### Signal metal coverage by tile, run 1

The die is cut into 14 by 14 equal tiles; black is low, pale yellow is high, scaled to the fullest tile. Values are wire area over tile area, all layers added.
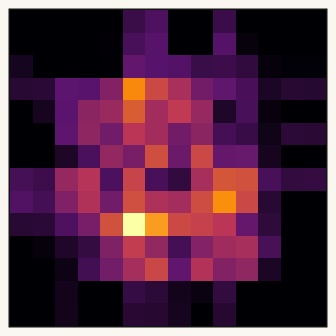
### Cell outlines without signal wires, run 1

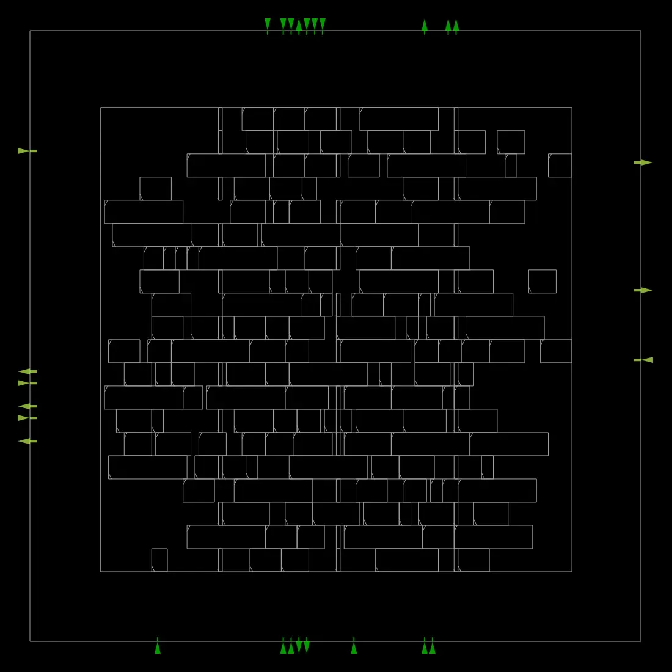
### Close-up of the layout, run 1

Scale bar: 10 um. Window x 23 to 48, y 9 to 34 um. Cells in gray, sequential cells in the stronger gray; small squares are vias.
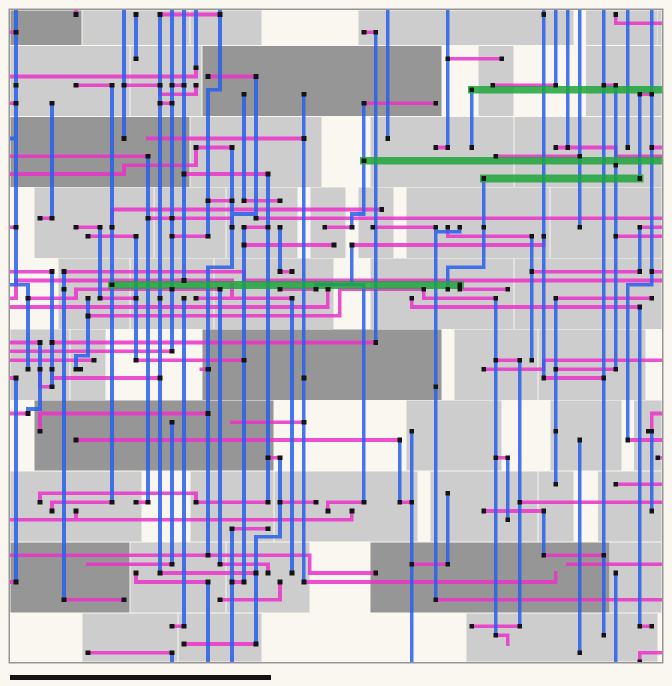
**src/rtl/div_pkg.sv**
```systemverilog
// rtl/div_pkg.sv - shared state type and sizing helper for the restoring divider
package div_pkg;

  typedef enum logic [1:0] {IDLE, RUN, DONE} div_state_t;

  function automatic int cnt_width(input int width);
    return $clog2(width + 1);
  endfunction

endpackage

```
**src/rtl/div_step.sv**
```systemverilog
// rtl/div_step.sv - one combinational radix-2 restoring iteration
module div_step #(
  parameter int WIDTH = 4
) (
  input  logic [WIDTH-1:0] p,
  input  logic             q_msb,
  input  logic [WIDTH-1:0] divisor,
  output logic [WIDTH-1:0] next_p,
  output logic             q_bit
);

  logic [WIDTH:0]   shifted;
  logic [WIDTH+1:0] diff;

  assign shifted = {p, q_msb};
  // The extra top bit of diff is the borrow: clear means the trial subtraction fits
  assign diff    = {1'b0, shifted} - {2'b00, divisor};
  assign q_bit   = ~diff[WIDTH+1];
  assign next_p  = q_bit ? diff[WIDTH-1:0] : shifted[WIDTH-1:0];

endmodule

```
**src/rtl/seq_restoring_divider.sv**
```systemverilog
// rtl/seq_restoring_divider.sv - sequential 2W/W restoring divider with valid/ready handshakes
// Define DIV_OVF_CHECK_EN to flag zero-divisor/overflow operands via err with a 1-cycle result.
module seq_restoring_divider #(
  parameter int WIDTH = 4
) (
  input  logic               clk,
  input  logic               rst_n,
  input  logic               in_valid,
  output logic               in_ready,
  input  logic [2*WIDTH-1:0] dividend,
  input  logic [WIDTH-1:0]   divisor,
  output logic               out_valid,
  input  logic               out_ready,
  output logic [WIDTH-1:0]   quot,
  output logic [WIDTH-1:0]   rem,
  output logic               err
);
  import div_pkg::*;

  localparam int CW = cnt_width(WIDTH);

  div_state_t       state, state_next;
  logic [CW-1:0]    count;
  logic [WIDTH-1:0] p, q, dvs, step_p;
  logic             step_bit, accept, bad, last;

  assign in_ready = (state == IDLE);
  assign accept   = in_valid && in_ready;
  assign last     = (state == RUN) && (count == CW'(1));

`ifdef DIV_OVF_CHECK_EN
  assign bad = (divisor == '0) || (dividend[2*WIDTH-1:WIDTH] >= divisor);
`else
  assign bad = 1'b0;
`endif

  // Only the low WIDTH bits of the partial remainder ever feed the next step
  div_step #(.WIDTH(WIDTH)) u_step (
    .p       (p),
    .q_msb   (q[WIDTH-1]),
    .divisor (dvs),
    .next_p  (step_p),
    .q_bit   (step_bit)
  );

  always_ff @(posedge clk or negedge rst_n) begin
    if (!rst_n) state <= IDLE;
    else        state <= state_next;
  end

  always_comb begin
    state_next = state;
    case (state)
      IDLE:    if (accept) state_next = bad ? DONE : RUN;
      RUN:     if (last) state_next = DONE;
      DONE:    if (out_valid && out_ready) state_next = IDLE;
      default: state_next = IDLE;
    endcase
  end

  always_ff @(posedge clk or negedge rst_n) begin
    if (!rst_n) begin
      p         <= '0;
      q         <= '0;
      dvs       <= '0;
      count     <= '0;
      out_valid <= 1'b0;
      quot      <= '0;
      rem       <= '0;
      err       <= 1'b0;
    end else begin
      case (state)
        IDLE: if (accept) begin
          p     <= dividend[2*WIDTH-1:WIDTH];
          q     <= dividend[WIDTH-1:0];
          dvs   <= divisor;
          count <= CW'(WIDTH);
          err   <= bad;
          if (bad) begin
            out_valid <= 1'b1;
            quot      <= '1;
            rem       <= '0;
          end
        end
        RUN: begin
          p     <= step_p;
          q     <= {q[WIDTH-2:0], step_bit};
          count <= count - CW'(1);
          if (last) begin
            out_valid <= 1'b1;
            quot      <= {q[WIDTH-2:0], step_bit};
            rem       <= step_p;
          end
        end
        DONE: if (out_ready) out_valid <= 1'b0;
        default: ;
      endcase
    end
  end

endmodule

```
**config.mk**
```make
export PLATFORM = sky130hd
export DESIGN_NAME = seq_restoring_divider
export DESIGN_NICKNAME = d
export VERILOG_FILES = /design/src/rtl/div_pkg.sv /design/src/rtl/div_step.sv /design/src/rtl/seq_restoring_divider.sv
export SDC_FILE = /design/constraint.sdc
export NUM_CORES = 1
export LEC_CHECK = 0
export CAP_MARGIN = 20
export CORE_MARGIN = 8
export CORE_UTILIZATION = 46
export CTS_CLUSTER_DIAMETER = 40
export DETAILED_ROUTE_END_ITERATION = 12
export GPL_TIMING_DRIVEN = 0
export PLACE_DENSITY = 0.75
export SLEW_MARGIN = 20
export SYNTH_ARGS = -nofsm -noshare
export SYNTH_HDL_FRONTEND = slang
export SYNTH_HIERARCHICAL = 1
export SYNTH_SLANG_ARGS = --single-unit
```
**constraint.sdc**
```tcl
create_clock -name clk -period 2.2 [get_ports clk]
set_clock_uncertainty 0.2 [all_clocks]
set_input_delay 0.55 -clock clk [delete_from_list [all_inputs] [get_ports clk]]
set_output_delay 0.55 -clock clk [all_outputs]
set_load 0.05 [all_outputs]
```
==> results.txt, run 1 <==
fresh numbers from the pnr run: vias in the first global route 1095, stages on the worst setup path 8, Via density 5.49, pre-CTS setup slack -153 ps, worst-margin pin slew 594 ps, final non-filler cell area 1860 um^2, Internal Pwr Total 1.85 mW, stage-log warning count 30, FP Util 47.3%, initial antenna violation count 0, Syn Area/Cell 12.2 um^2, cell taking the most area after synthesis dfrtp_1, CP max stage delay 420 ps, crit path DRT 2230 ps, worst setup margin -70.3 ps, clock share of power 7.6%, total number of vias 1004, status finished, violations left, Net Sw Power 1.40 mW, H-tree depth 1, Synth Seq Share 45.8%, cell count of the worst reg-to-reg path 8, Yosys chip area 1420 um^2, synth warn 6, max cap viols 0, # resized after CTS 26, Crit path buffers/inverters 2, worst r2r src dvs[1], Critical R2R Capture rem[1], CP top delay family multiplexers, Util after Layout 61.8%, Critical Path Source Type register, Yosys top cell by instances dfrtp_1, failing checks negative setup slack, Max VDD drop 0.930 mV, combinational share of power 65.3%, Crit Path Category register to register, Final setup viols 5, CP Capture Type register, Fillers 237, top cells, area dfrtp_1 (46%), mux2_2 (9.5%), ha_1 (5.3%), o221a_2 (4.8%), or4b_1 (3.5%), met3 GRT Util 3.07%, full die area 5120 um^2, Final HPWL DP 2.16 mm, Reg clk slew, reported paths 150 ps, final net count 174, arrival time worst endpoint 2300 ps, Logic area 742 um^2, Worst setup endpoint rem[1], Layout area overhead 30.7%, DRT iter0 DRCs 39, Overall Power 3.25 mW, dpl cells 174, Gate Count Post-Synth 116, Period Utilization, post-route 103%, Rel. slew slack 60.4%, largest net degree at the start of global routing 27, GR peak layer met2, Synth async-reset ratio 100%, Final min period 2270 ps, Post-CTS Setup Bufs 4, syn nets 139, GR Util met2 20.2%, num ports 27, Worst Path Max Fanout 2, Placer Congestion 0.747, max frequency 440 MHz, RSZ-0062 raised after global routing true, Leak Pwr 0.799 nW
About 'Signal metal coverage by tile':
- fullest tile: 0.49
- nearly empty tiles: 34%
- mean over tiles: 0.095
- tiles over half the peak: 10%

About 'Cell outlines without signal wires':
Core Region: 3000 um^2
Non-Filler Instances: 183

About 'Close-up of the layout':
- blue: M2
- magenta: M1
- green: M3
- sequential cells in the window: 6
- netlist names of flops here include: p (3), rem (2)
- cells with their middle in the window: 44
- most frequent: dfrtp_1 (6), inv_1 (5)

-- run 1: kinds of logic (layout without fill, tap and decap cells) --
kind of cell | Yosys count | count (layout) | synth area share (%)
simple gates | 27 | 27 | 15.6
flops | 26 | 26 | 45.8
buf+inv | 20 | 54 | 7.40
compound gates | 18 | 18 | 11.1
mux | 16 | 16 | 12.5
fa+ha+maj | 7 | 7 | 6.70
other cells | 1 | 1 | 0.264
xor+xnor | 1 | 1 | 0.617
-- run 1: cell usage in the layout (no fill, tap or decap), types with 2 or more instances in the layout --
cell              n
ha_1              3
clkdlybuf4s50_1  14
ha_4              2
nor3_1            2
or4b_1            5
buf_4             6
inv_1            10
nor3b_2           2
mux2_4            4
nand2b_1          2
dfrtp_1          26
dlygate4sd2_1     9
nor2_1            3
o221a_2           6
buf_2             4
nor4b_1           4
clkbuf_4          3
mux2_2            9
buf_6             5
a211oi_1          2
-- run 1: state kept, by name (all words and copies together), names as in the netlist --
register,flops
quot,4
state,2
p,4
out_valid,1
rem,4
dvs,4
q,4
count,3
-- run 1: final cells by class --
| type | instances | share of cell area [%] |
|---|---|---|
| Timing Repair Buffer | 30 | 15.1 |
| Sequential cell | 26 | 35.1 |
| Multi-Input combinational cell | 70 | 40.0 |
| Clock buffer | 4 | 1.96 |
| Tap cell | 33 | 2.23 |
| Inverter | 11 | 2.23 |
| Buffer | 9 | 3.44 |
-- run 1: power by group through the flow --
stage	combinational (mW)	clock, mW	sequential (mW)
after floorplan	1.07	0	1.13
after global placement	1.72	0	0.871
after detailed placement	1.79	0	0.882
after CTS	2.00	0.250	0.868
after global routing	2.29	0.271	0.907
final	2.12	0.248	0.878
-- run 1: metal layers --
layer | routed length, um | share of wire [%]
met1 | 1370 | 44
met2 | 1590 | 51
met3 | 157 | 5.0
met4 | 13 | 0.42
met5 | 0 | 0
==> inputs of run 2 (changes only) <==
--- a/config.mk
+++ b/config.mk
@@ -10,8 +10,7 @@
 export CORE_UTILIZATION = 46
 export CTS_CLUSTER_DIAMETER = 40
 export DETAILED_ROUTE_END_ITERATION = 12
-export GPL_TIMING_DRIVEN = 0
-export PLACE_DENSITY = 0.75
+export PLACE_DENSITY = 0.85
 export SLEW_MARGIN = 20
 export SYNTH_ARGS = -nofsm -noshare
 export SYNTH_HDL_FRONTEND = slang
==> results.txt, run 2 <==
fresh numbers from the pnr run: total negative setup slack -108 ps (was -221 ps), pre-CTS setup slack -47.0 ps (was -153 ps), Post-synth top cells dfrtp_1 (26), mux2_2 (12), inv_1 (11) (unchanged), Critical Path Source Type register (unchanged), worst r2r src dvs[1] (unchanged), Final min period 2250 ps (was 2270 ps), Post-synth EDFFs 0 (unchanged), Port Buf Inserts 25 (unchanged), max frequency 444 MHz (was 440 MHz), hold_buf cts 0 (unchanged), stage-log warning count 30 (unchanged), DR WL/cell 18.3 um (was 17.1 um), failing checks negative setup slack (unchanged), Max VDD drop 0.957 mV (was 0.930 mV), DRT antenna net count 0 (unchanged), CP top delay family simple AND/OR/NAND/NOR gates (was multiplexers), Top-area cell share 45.8% (unchanged), max cap viols 0 (unchanged), layout cells sized above 1 39.9% (was 34.0%), Overall Power 3.41 mW (was 3.25 mW), Gate Count Post-Synth 116 (unchanged), Top cells excl fill/tap dfrtp_1 (26), buf_4 (19), clkdlybuf4s50_1 (15) (was dfrtp_1 (26), clkdlybuf4s50_1 (14), inv_1 (10)), synth warn 6 (unchanged), drt pass-1 iters 4 (unchanged), Logic area 747 um^2 (was 742 um^2), final net count 172 (was 174), combinational share of power 63.2% (was 65.3%), total number of vias 1044 (was 1004), CP max stage delay 410 ps (was 420 ps), final non-filler cell area 1870 um^2 (was 1860 um^2), Distinct cells, synth 38 (unchanged), Yosys top cell by instances dfrtp_1 (unchanged), slowest CP cell dfrtp_1 (unchanged), Placer Congestion 0.798 (was 0.747), Reg power frac 27.0% (about the same), P_clk 333 uW (was 248 uW), Main power group combinational cells (unchanged), num ports 27 (unchanged), crit path DRT 2210 ps (was 2230 ps), cell count of the worst reg-to-reg path 8 (unchanged), Final HPWL DP 2.35 mm (was 2.16 mm), Rows 20 (unchanged), Routed Wire Length 3.32 mm (was 3.13 mm), Internal Pwr Total 1.97 mW (was 1.85 mW), total combinational power 2.15 mW (was 2.12 mW), Fillers 233 (was 237), Core Region 3000 um^2 (unchanged), top cells, area dfrtp_1 (46%), mux2_2 (9.5%), ha_1 (5.3%), o221a_2 (4.8%), or4b_1 (3.5%) (unchanged), Seq. pwr 921 uW (was 878 uW), Synth async-reset ratio 100% (unchanged), Worst Path Max Fanout 3 (was 2), FP Util 47.3% (unchanged), stages on the worst setup path 8 (unchanged), RSZ-0062 raised after global routing true (unchanged), DRT iter0 DRCs 34 (was 39), Net Sw Power 1.44 mW (was 1.40 mW), Leak Pwr 0.811 nW (was 0.799 nW), ys cells 116 (unchanged), clock share of power 9.8% (was 7.6%), initial antenna violation count 0 (unchanged), full die area 5120 um^2 (unchanged), vias in the first global route 1138 (was 1095), # DRC 0 (unchanged), CTS sink cnt 26 (unchanged), largest net degree at the start of global routing 27 (unchanged), Top cell excl fill/tap dfrtp_1 (unchanged), worst setup margin -52.8 ps (was -70.3 ps), Crit Path Category register to register (unchanged), Synth Seq Share 45.8% (unchanged), syn nets 139 (unchanged), Via density 5.77 (was 5.49), Reg clk slew, reported paths 150 ps (about the same), status finished, violations left (unchanged), final hold vios 0 (unchanged), H-tree depth 1 (unchanged), switch share 42.3% (was 43.1%), arrival time worst endpoint 2260 ps (was 2300 ps), Period Utilization, post-route 102% (was 103%), Syn Area/Cell 12.2 um^2 (unchanged), cell taking the most area after synthesis dfrtp_1 (unchanged), CP Capture Type register (unchanged), Final setup viols 4 (was 5), Layout area overhead 31.5% (was 30.7%), Yosys chip area 1420 um^2 (unchanged), first-pass GRT wire length 5.50 mm (was 5.21 mm), Crit path buffers/inverters 1 (was 2)
==> run 2: metrics by stage <==
stage / instances / util [%]
floorplan: 116 / -
global placement: 175 / 57.0
detailed placement: 175 / 57.0
CTS: 181 / 61.4
global route: 181 / 62.2
finish: 181 / 62.2
==> run 2: final cells by class <==
class	instances	area share, %
Clock buffer	3	1.21
Clock inverter	1	1.61
Multi-Input combinational cell	70	40.0
Tap cell	33	2.21
Sequential cell	26	34.8
Inverter	11	2.21
Timing Repair Buffer	37	18.0
==> run 2: cell families (layout without fill, tap and decap cells) <==
kind of cell | count (synthesis) | in the layout | synth area share, %
adders and majority gates | 7 | 7 | 6.70
muxes | 16 | 16 | 12.5
buffers and inverters | 20 | 52 | 7.40
DFF | 26 | 26 | 45.8
other | 1 | 1 | 0.264
and+or+nand+nor | 27 | 27 | 15.6
AOI/OAI and AO/OA | 18 | 18 | 11.1
xor gates and xnor gates | 1 | 1 | 0.617
==> run 2: worst paths after layout <==
| kind | to | slack [ps] |
|---|---|---|
| min in group asynchronous | rem[1] | 360 |
| max reg2reg | p[2] | -50 |
| max | p[2] | -50 |
| max in group asynchronous | q[0] | 1170 |
| min reg2reg | quot[1] | 330 |
| min | quot[1] | 330 |
==> run 2: timing repair <==
| action | in CTS | in global routing |
|---|---|---|
| resized | 14 | 6 |
| pin swaps | 0 | 1 |
| buffers inserted | 2 | 0 |
| endpoints found under the setup margin | 5 | 8 |
==> run 2: metal layers <==
| layer | track usage (%) | wire, um | up-vias |
|---|---|---|---|
| li1 | - | - | 484 |
| met1 | 15.2 | 1400 | 527 |
| met2 | 24.2 | 1750 | 28 |
| met3 | 2.93 | 131 | 5 |
| met4 | 3.63 | 46 | 0 |
| met5 | 0 | 0 | - |
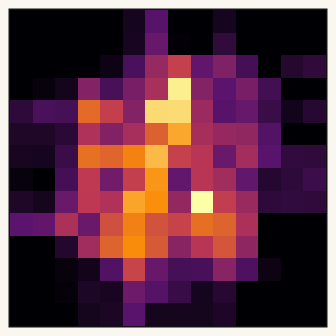
*Signal metal coverage by tile, run 2*
The die is cut into 14 by 14 equal tiles; black is low, pale yellow is high, scaled to the fullest tile. Values are wire area over tile area, all layers added.
- densest ninth of the die: center
- fullest tile: 0.44
- tiles over half the peak: 16%

==> inputs of run 3 (changes only) <==
--- a/config.mk
+++ b/config.mk
@@ -11,6 +11,7 @@
 export CTS_CLUSTER_DIAMETER = 40
 export DETAILED_ROUTE_END_ITERATION = 12
 export PLACE_DENSITY = 0.85
+export SETUP_SLACK_MARGIN = 0.1
 export SLEW_MARGIN = 20
 export SYNTH_ARGS = -nofsm -noshare
 export SYNTH_HDL_FRONTEND = slang
==> results.txt, run 3 <==
fresh numbers from the pnr run: status finished, violations left (unchanged), failing checks negative setup slack (unchanged), Top cell excl fill/tap dfrtp_1 (unchanged), Logic area 751 um^2 (was 747 um^2), initial antenna violation count 0 (unchanged), Util after Layout 62.0% (was 62.2%), Crit path buffers/inverters 1 (unchanged), Leak Pwr 0.809 nW (was 0.811 nW), Final setup viols 6 (was 4), max cap viols 0 (unchanged), largest net degree at the start of global routing 27 (unchanged), Distinct cells, synth 38 (unchanged), DR WL/cell 17.9 um (was 18.3 um), CP max stage delay 410 ps (about the same), DRT antenna net count 0 (unchanged), Final min period 2260 ps (was 2250 ps), CP top delay family simple AND/OR/NAND/NOR gates (unchanged), Final HPWL DP 2.40 mm (was 2.35 mm), final non-filler cell area 1860 um^2 (was 1870 um^2), worst setup margin -60.7 ps (was -52.8 ps), Fillers 226 (was 233), final net count 173 (was 172), Yosys top cell by instances dfrtp_1 (unchanged), CP Capture Type register (unchanged), total number of vias 1020 (was 1044), Via density 5.60 (was 5.77), Synth async-reset ratio 100% (unchanged), Placer Congestion 0.836 (was 0.798), Gate Count Post-Synth 116 (unchanged), # DRC 0 (unchanged), FP Util 47.3% (unchanged), pre-CTS setup slack -89.9 ps (was -47.0 ps), total negative setup slack -301 ps (was -108 ps), H-tree depth 1 (unchanged), drt pass-1 iters 4 (unchanged), Synth Seq Share 45.8% (unchanged), synth warn 6 (unchanged), Syn Area/Cell 12.2 um^2 (unchanged), first-pass GRT wire length 5.33 mm (was 5.50 mm), Period Utilization, post-route 103% (was 102%), cell taking the most area after synthesis dfrtp_1 (unchanged), Layout area overhead 31.1% (was 31.5%), num ports 27 (unchanged), CTS sink cnt 26 (unchanged), Rows 20 (unchanged), RSZ-0062 raised after global routing true (unchanged), Top-area cell share 45.8% (unchanged), Max VDD drop 1.05 mV (was 0.957 mV), vias in the first global route 1097 (was 1138), max frequency 442 MHz (was 444 MHz), Crit Path Category register to register (unchanged), Routed Wire Length 3.26 mm (was 3.32 mm), full die area 5120 um^2 (unchanged), Non-Filler Instances 182 (was 181), Post-synth EDFFs 0 (unchanged), crit path DRT 2190 ps (was 2210 ps), layout cells sized above 1 39.6% (was 39.9%), Post-synth top cells dfrtp_1 (26), mux2_2 (12), inv_1 (11) (unchanged), syn nets 139 (unchanged), Critical Path Source Type register (unchanged), hold_buf cts 0 (unchanged), Yosys chip area 1420 um^2 (unchanged)
run 3: kinds of logic (layout without fill, tap and decap cells):
kind of cell	count (synthesis)	in the layout	share of synthesized area (%)
buffers and inverters	20	53	7.40
AND-OR/OR-AND	18	18	11.1
XOR/XNOR	1	1	0.617
multiplexers	16	16	12.5
other	1	1	0.264
flip-flops	26	26	45.8
adder cells (fa/ha/maj)	7	7	6.70
AND/OR/NAND/NOR	27	27	15.6
run 3: path summary, 6_finish.rpt:
| path | to | cells past startpoint | from | slack (ps) |
|---|---|---|---|---|
| max in group asynchronous | quot[3] | 2 | rst_n | 1160 |
| min | quot[2] | 1 | quot[2] | 330 |
| max reg2reg | p[2] | 8 | dvs[1] | -60 |
| max | p[2] | 8 | dvs[1] | -60 |
| min in group asynchronous | rem[0] | 2 | rst_n | 390 |
| min reg2reg | quot[2] | 1 | quot[2] | 330 |
run 3: cell type report:
| class | count | area share, % |
|---|---|---|
| Clock buffer | 4 | 1.95 |
| Sequential cell | 26 | 34.9 |
| Multi-Input combinational cell | 70 | 40.3 |
| Inverter | 11 | 2.35 |
| Tap cell | 33 | 2.22 |
| Timing Repair Buffer | 38 | 18.2 |
run 3: repair_timing:
action | CTS | global route
hold endpoints to repair | 0 | 0
pin swaps | 2 | 0
endpoints found under the setup margin | 7 | 8
buffers inserted | 1 | 2
cloned | 0 | 0
gates resized | 12 | 3
run 3: routing by layer:
layer | up-vias | GRT usage, % | part of all wire [%]
met5 | - | 0 | 0
met4 | 0 | 2.72 | 0.37
met3 | 2 | 2.09 | 3.2
met2 | 13 | 23.7 | 53
met1 | 521 | 14.9 | 43
li1 | 484 | - | -
run 3: power by group:
group	internal (mW)	switching, mW	total, mW	leakage (nW)
combinational	1.09	1.11	2.20	0.495
clock	0.101	0.135	0.236	0.0210
sequential	0.715	0.195	0.909	0.293
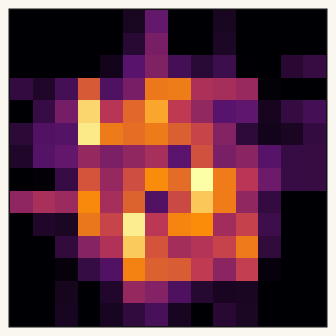
*Signal metal coverage by tile, run 3*
The die is cut into 14 by 14 equal tiles; black is low, pale yellow is high, scaled to the fullest tile. Values are wire area over tile area, all layers added.
- tiles over half the peak: 20%
- mean over tiles: 0.097
- densest ninth of the die: center
- nearly empty tiles: 32%
- emptiest ninth of the die: north-east

Power is estimated from default activity; no workload was simulated.
